==> run_1/final_placement.png <==
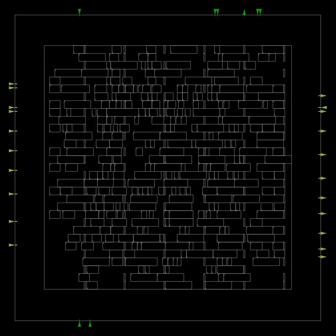
==> run_1/wire_density.png <==
(4 px per micron) The die is cut into 21 by 21 equal tiles; dark blue is low, red is high, scaled to the fullest tile. Values are wire area over tile area, all layers added.
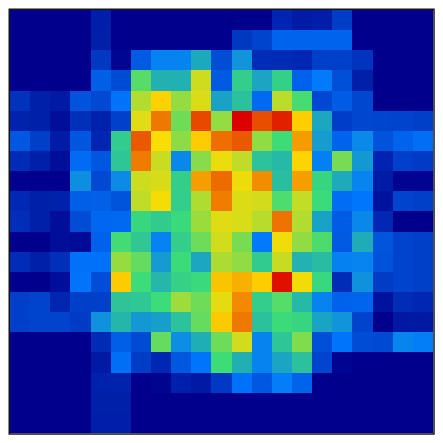
==> run_1/metal_stack.png <==
(4 px per micron) Two of the layers only.
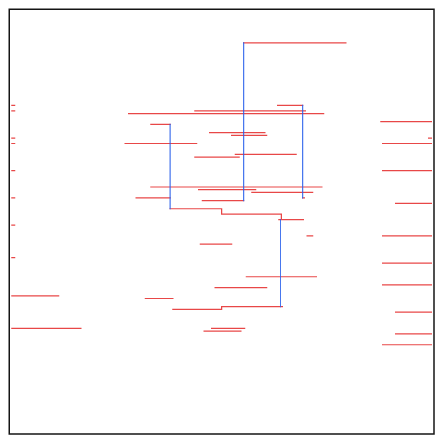
## config.mk

```make
export PLATFORM = sky130hd
export DESIGN_NAME = accumulator_multichannel
export DESIGN_NICKNAME = d
export VERILOG_FILES = /design/src/rtl/accumulator_multichannel.sv
export SDC_FILE = /design/constraint.sdc
export NUM_CORES = 1
export LEC_CHECK = 0
export CORE_MARGIN = 10
export CORE_UTILIZATION = 45
export CTS_BUF_LIST = sky130_fd_sc_hd__clkbuf_8
export CTS_CLUSTER_SIZE = 30
export DETAILED_ROUTE_END_ITERATION = 6
export GPL_TIMING_DRIVEN = 0
export PLACE_DENSITY = 0.62
export SLEW_MARGIN = 20
export SYNTH_ARGS = -nofsm -noshare
export SYNTH_HDL_FRONTEND = slang
export SYNTH_SLANG_ARGS = --single-unit
```

## constraint.sdc

```tcl
create_clock -name clk -period 3.4 [get_ports clk]
set_input_delay 1.02 -clock clk [delete_from_list [all_inputs] [get_ports clk]]
set_output_delay 1.02 -clock clk [all_outputs]
set_load 0.02 [all_outputs]
```

## src/rtl/accumulator_multichannel.sv

```systemverilog
// Multi-channel accumulator: registered input stage feeding a shared adder that updates one
// of CH = 2**CHW accumulator banks per cycle, with per-channel carry, sticky overflow, a load
// path and an independent registered readback port.
// Optional feature: define ACC_SATURATE_EN to clamp on overflow instead of wrapping.
module accumulator_multichannel #(
    parameter int unsigned N   = 8,
    parameter int unsigned CHW = 2
) (
    input  logic           clk,
    input  logic           aclr,
    input  logic           in_valid_i,
    input  logic [CHW-1:0] in_ch_i,
    input  logic           in_load_i,
    input  logic           signed_mode_i,
    input  logic [N-1:0]   a_i,
    input  logic           rd_en_i,
    input  logic [CHW-1:0] rd_ch_i,
    output logic           rd_valid_o,
    output logic [N-1:0]   rd_data_o,
    output logic           rd_carry_o,
    output logic           rd_overflow_o
);

    localparam int unsigned CH = 2 ** CHW;

    // Stage-1 input register
    logic           s1_valid_q;
    logic [CHW-1:0] s1_ch_q;
    logic           s1_load_q;
    logic           s1_signed_q;
    logic [N-1:0]   s1_a_q;

    // Per-channel state
    logic [N-1:0]   acc_q   [CH];
    logic [CH-1:0]  carry_q;
    logic [CH-1:0]  ovf_q;

    // Adder datapath for the channel addressed by stage 1
    logic [N-1:0]   acc_cur;
    logic [N:0]     sum;
    logic           ovf_evt;
    logic [N-1:0]   acc_d;

    // Readback registers
    logic           rd_valid_q;
    logic [N-1:0]   rd_data_q;
    logic           rd_carry_q;
    logic           rd_overflow_q;

    // Capture the incoming sample; A is only loaded alongside a valid sample.
    always_ff @(posedge clk or posedge aclr) begin
        if (aclr) begin
            s1_valid_q  <= 1'b0;
            s1_ch_q     <= '0;
            s1_load_q   <= 1'b0;
            s1_signed_q <= 1'b0;
            s1_a_q      <= '0;
        end else begin
            s1_valid_q  <= in_valid_i;
            s1_ch_q     <= in_ch_i;
            s1_load_q   <= in_load_i;
            s1_signed_q <= signed_mode_i;
            if (in_valid_i) begin
                s1_a_q <= a_i;
            end
        end
    end

    // Compute the sum, overflow event and (optionally clamped) result for the target channel.
    always_comb begin
        acc_cur = acc_q[s1_ch_q];
        sum     = {1'b0, acc_cur} + {1'b0, s1_a_q};
        if (s1_signed_q) begin
            ovf_evt = (s1_a_q[N-1] == acc_cur[N-1]) && (sum[N-1] != s1_a_q[N-1]);
        end else begin
            ovf_evt = sum[N];
        end
        acc_d = sum[N-1:0];
`ifdef ACC_SATURATE_EN
        if (ovf_evt) begin
            if (!s1_signed_q) begin
                acc_d = {N{1'b1}};
            end else if (s1_a_q[N-1]) begin
                // Both operands negative: clamp to the most negative value
                acc_d = {1'b1, {(N-1){1'b0}}};
            end else begin
                acc_d = {1'b0, {(N-1){1'b1}}};
            end
        end
`endif
    end

    // Update only the addressed bank; all other channels hold.
    always_ff @(posedge clk or posedge aclr) begin
        if (aclr) begin
            for (int i = 0; i < int'(CH); i++) begin
                acc_q[i] <= '0;
            end
            carry_q <= '0;
            ovf_q   <= '0;
        end else if (s1_valid_q) begin
            if (s1_load_q) begin
                acc_q[s1_ch_q]   <= s1_a_q;
                carry_q[s1_ch_q] <= 1'b0;
                ovf_q[s1_ch_q]   <= 1'b0;
            end else begin
                acc_q[s1_ch_q]   <= acc_d;
                carry_q[s1_ch_q] <= sum[N];
                if (ovf_evt) begin
                    ovf_q[s1_ch_q] <= 1'b1;
                end
            end
        end
    end

    // Readback samples pre-update state, so a same-cycle write is not visible yet.
    always_ff @(posedge clk or posedge aclr) begin
        if (aclr) begin
            rd_valid_q    <= 1'b0;
            rd_data_q     <= '0;
            rd_carry_q    <= 1'b0;
            rd_overflow_q <= 1'b0;
        end else if (rd_en_i) begin
            rd_valid_q    <= 1'b1;
            rd_data_q     <= acc_q[rd_ch_i];
            rd_carry_q    <= carry_q[rd_ch_i];
            rd_overflow_q <= ovf_q[rd_ch_i];
        end else begin
            rd_valid_q <= 1'b0;
        end
    end

    assign rd_valid_o    = rd_valid_q;
    assign rd_data_o     = rd_data_q;
    assign rd_carry_o    = rd_carry_q;
    assign rd_overflow_o = rd_overflow_q;

endmodule

```

==> Changelog: implementation, run 1 <==
### Physical design

- Via count: approximately 2,400
- Final Core Density: 0.5484
- Yosys cell count: between 200 and 300
- Status: complete, no violations
- Cell Area, Synth: ~3300 sq um
- Leakage power: about 1.7 nW
- Cell row count: 31
- Drt pass-1 iters: 4
- WP data arrival: 3340 ps
- Routed vias/inst: about 5.6
- Top cell family by delay on the critical path: AND-OR/OR-AND gates
- Nets at Floorplan: between 300 and 400
- Die Y: ~110 microns
- Worst-path clk slew: roughly 70 ps
- CTS buffer count: 9
- Buffers on Ports: 26
- CP endpoint kind: flop
- Slew headroom: 0.5579
- Largest area contributor in the netlist: dfrtp_1
- Vias in the first global route: between 2,000 and 2,500
- Largest net degree at the start of global routing: 37
- I/O pins: 29
- Max-cap violations: 0
- Ratio of cells with drive above 1 in the final layout: 0.2080
Back to the opening pictures, final_placement.png:
num tapcells: 99
final cell count without fillers: 426
fillcell total: 637
Flop Count: 64

Back to the opening pictures, wire_density.png:
emptiest ninth of the die	lower left
densest ninth of the die	center
mean over tiles	0.11
tiles over half the peak	19%

Back to the opening pictures, metal_stack.png:
layer	color	wire length
met3	red	547 microns
met4	blue	105 microns

-- run 1: cells in the mapped netlist (all sizes together) --
cell     instances
mux2            17
mux4            18
ha               8
a211oi           1
mux2i            5
and3             1
buf              7
a2111oi          2
xor2             1
a31oi            1
nand2b           2
nand3            6
nor3             4
or3b             1
o21ai           40
a21oi            9
a22oi            1
and3b            2
a21o             3
o211ai           1
nor2b            1
clkbuf          10
dfrtp           64
nand2           37
xnor2            3
inv              2
a21boi           1
nand3b           1
o31ai            1
or2              2
o2bb2ai          4
or4              4
a221oi           5
and2             1
nor3b            5
nor2            11
o31a             1
fa               1
-- run 1: path summary, 6_finish.rpt --
kind,start,to,slack (ps),cells after the start
setup / recovery,s1_ch_q[0]$_DFF_PP0_,flop,260,10
hold / removal,carry_q[3]$_DFFE_PP0P_,carry_q[3]$_DFFE_PP0P_,480,2
setup reg to reg,s1_ch_q[0]$_DFF_PP0_,flop,260,10
hold reg to reg,carry_q[3]$_DFFE_PP0P_,carry_q[3]$_DFFE_PP0P_,480,2
max in group asynchronous,aclr,s1_ch_q[0]$_DFF_PP0_,1880,3
min in group asynchronous,aclr,rd_data_o[7]$_DFFE_PP0P_,1000,2
-- run 1: stage by stage --
step                instances  TNS, ps
finish                    426        0
global route              426        0
CTS                       425        0
detailed placement        410    -1500
global placement          409   -23250
floorplan                 284        0
-- run 1: layer usage --
metal	up-vias	part of all wire
met3	9	0.073
met5	-	0
met4	0	0.014
met1	1161	0.45
met2	69	0.46
li1	1134	-
-- run 1: state kept, by name, summed over array words and instances, names as in the netlist, named ones only --
name,count
acc_q,32
rd_data_o,8
s1_a_q,8
carry_q,4
s1_ch_q,2
rd_carry_o,1
rd_overflow_o,1
rd_valid_o,1
s1_load_q,1
s1_signed_q,1
s1_valid_q,1
-- run 1: area by class of cell --
cell class                      count  area [sq um]
Inverter                            2         10.01
Timing Repair Buffer               28         287.8
Buffer                             17         85.08
Multi-Input combinational cell    201          1627
Clock buffer                       11         151.4
Fill cell                         637          3258
Tap cell                           99         123.9
Clock inverter                      4         68.82
Sequential cell                    64          1603
-- run 1: logic make-up (layout without fill, tap and decap cells) --
| family | Yosys count | after routing | share of synthesized area |
|---|---|---|---|
| xor+xnor | 4 | 4 | 0.01058 |
| flops | 64 | 64 | 0.4836 |
| mux | 40 | 40 | 0.1953 |
| compound gates | 70 | 70 | 0.1292 |
| simple gates | 78 | 78 | 0.1183 |
| buf+inv | 19 | 62 | 0.02682 |
| fa+ha+maj | 9 | 9 | 0.03627 |
-- run 1: power breakdown --
part	total [mW]	internal [mW]	switching (mW)	leakage, nW
clock	0.731	0.445	0.286	0.117
combinational	1.03	0.512	0.513	0.770
sequential	1.13	0.980	0.151	0.800
-- run 1: worst register-to-register path, stage by stage, from the launching register on --
cell       delay (ps)
dfrtp_2           440
buf_4             250
mux4_2            560
ha_1              230
fa_1              430
a211oi_1          230
o21ai_0           190
o31ai_2           290
buf_4             190
o2bb2ai_1         110
a221oi_1           70
-- run 1: what timing repair did --
action | CTS | global route
resized | 2 | 2
setup endpoints to repair | 8 | 12
buffers inserted | 0 | 1
pin swaps | 0 | 1
==> run 2: changes to the inputs <==
- CTS_CLUSTER_DIAMETER: default -> 200
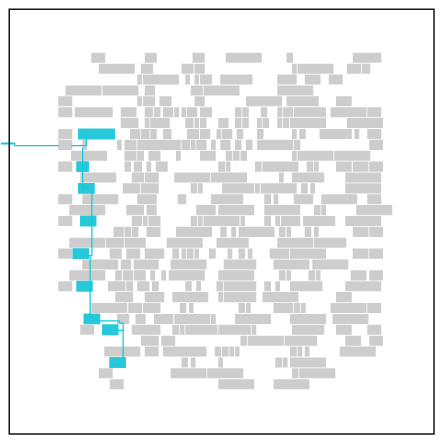
(run_2/port_nets.png)
(4 px per micron)
port	color	bits	direction	edge	end cells	buffers	wire
in_valid_i	cyan	1	input	left	10	2	86.2 microns

==> Changelog: implementation, run 2 <==
### Physical design

- Slew headroom: 0.5579 (unchanged)
- Min-delay src: carry_q[3]$_DFFE_PP0P_
- Count leader, synth: dfrtp_1
- Hold path endpoint: carry_q[3]$_DFFE_PP0P_
- Logic pwr share: 0.355 (about the same)
- Via count: 2,373 (unchanged)
- Area of all sequential standard cells: 1603 sq um (unchanged)
- Worst-path clk slew: 70 ps (about the same)
- Clock power share: 0.253 (about the same)
- Fillcell total: 637 (unchanged)
- Max-cap violations: 0 (unchanged)
- Top cell family by delay on the critical path: AND-OR/OR-AND gates
- Worst hold path cell count: 2 (unchanged)
- Sequential fraction of design power: 0.391 (about the same)
- Cell row count: 31 (unchanged)
- Internal Pwr Total: 1.937 mW (unchanged)
- Yosys cell count: 284 (unchanged)
- Largest area contributor in the netlist: dfrtp_1
- Cell Area, Synth: 3312 sq um (unchanged)
- Main flop type: dfrtp_1
- Leakage power: 1.687 nW (unchanged)
- Worst R2R Start: s1_ch_q[0]$_DFF_PP0_
- R2R depth: 10 (unchanged)
- Max reg flops: 32 (unchanged)
- Flop2flop setup slack: 260 ps (about the same)
- Ratio of cells with drive above 1 in the final layout: 0.2080 (unchanged)
- Sw frac: 0.3292 (unchanged)
- Status: complete, no violations
- Die Y: 105.8 microns (unchanged)
run 2: cell counts after synthesis:
Identical to the previous run, type by type.
run 2: worst max path at each step:
stage	start	end	slack, ps	depth (start not counted)
after global placement	aclr	s1_a_q[0]$_DFFE_PP0P_	-350	2
final	s1_ch_q[0]$_DFF_PP0_	flop	260	10
after CTS	s1_ch_q[1]$_DFF_PP0_	carry_q[1]$_DFFE_PP0P_	6	9
after floorplan	s1_ch_q[0]$_DFF_PP0_	carry_q[0]$_DFFE_PP0P_	450	9
after global routing	s1_ch_q[0]$_DFF_PP0_	acc_q[22]$_DFFE_PP0P_	10	9
after detailed placement	s1_ch_q[0]$_DFF_PP0_	carry_q[1]$_DFFE_PP0P_	-240	9
run 2: repair_timing:
item | CTS | global route
pin swaps | 0 | 1
setup buffers | 0 | 1
endpoints found under the setup margin | 8 | 12
endpoints found under the hold margin | 0 | 0
gates resized | 2 | 2
run 2: cell type report:
| class | count | area share |
|---|---|---|
| multi-input combinational | 201 | 0.4111 |
| timing repair buffer | 28 | 0.07274 |
| sequential | 64 | 0.4051 |
| clock buffer | 11 | 0.03827 |
| inverter | 2 | 0.002530 |
| buffer | 17 | 0.02151 |
| clock inverter | 4 | 0.01739 |
| tap | 99 | 0.03131 |
run 2: per-stage QoR:
step	cells	hold slack [ps]
after floorplan	284	444.6
final	426	484.3
after global routing	426	527.9
after global placement	409	457.1
after detailed placement	410	469.2
after CTS	425	485.2
run 2: logic make-up (layout without fill, tap and decap cells):
| family | count (synthesis) | in the layout | synth area share |
|---|---|---|---|
| multiplexers | 40 | 40 | 0.1953 |
| buffers and inverters | 19 | 62 | 0.02682 |
| adder cells (fa/ha/maj) | 9 | 9 | 0.03627 |
| flip-flops | 64 | 64 | 0.4836 |
| AND/OR/NAND/NOR | 78 | 78 | 0.1183 |
| XOR/XNOR | 4 | 4 | 0.01058 |
| AND-OR/OR-AND | 70 | 70 | 0.1292 |
run 2: power by group through the flow:
stage                     Sequential, mW  Clock [mW]  Combinational (mW)
after floorplan                     1.16           0               0.673
after CTS                           1.13       0.745                1.02
after global routing                1.16       0.783                1.13
final                               1.13       0.731                1.03
after detailed placement            1.15           0                1.01
after global placement              1.13           0               0.987
run 2: routing by layer:
layer | part of all wire | up-vias | wire, microns | track usage
li1 | - | 1134 | - | -
met1 | 0.45 | 1161 | 3337 | 0.1874
met2 | 0.46 | 69 | 3441 | 0.2102
met3 | 0.073 | 9 | 546 | 0.03898
met4 | 0.014 | 0 | 105 | 0.05513
met5 | 0 | - | 0 | 0
run 2: worst min-delay path: stages (launching register included):
cell and delay, ps:
dfrtp_1 350, nand2_1 50, o21ai_0 60
No activity file was given, so power comes from the tool's default toggle rates.
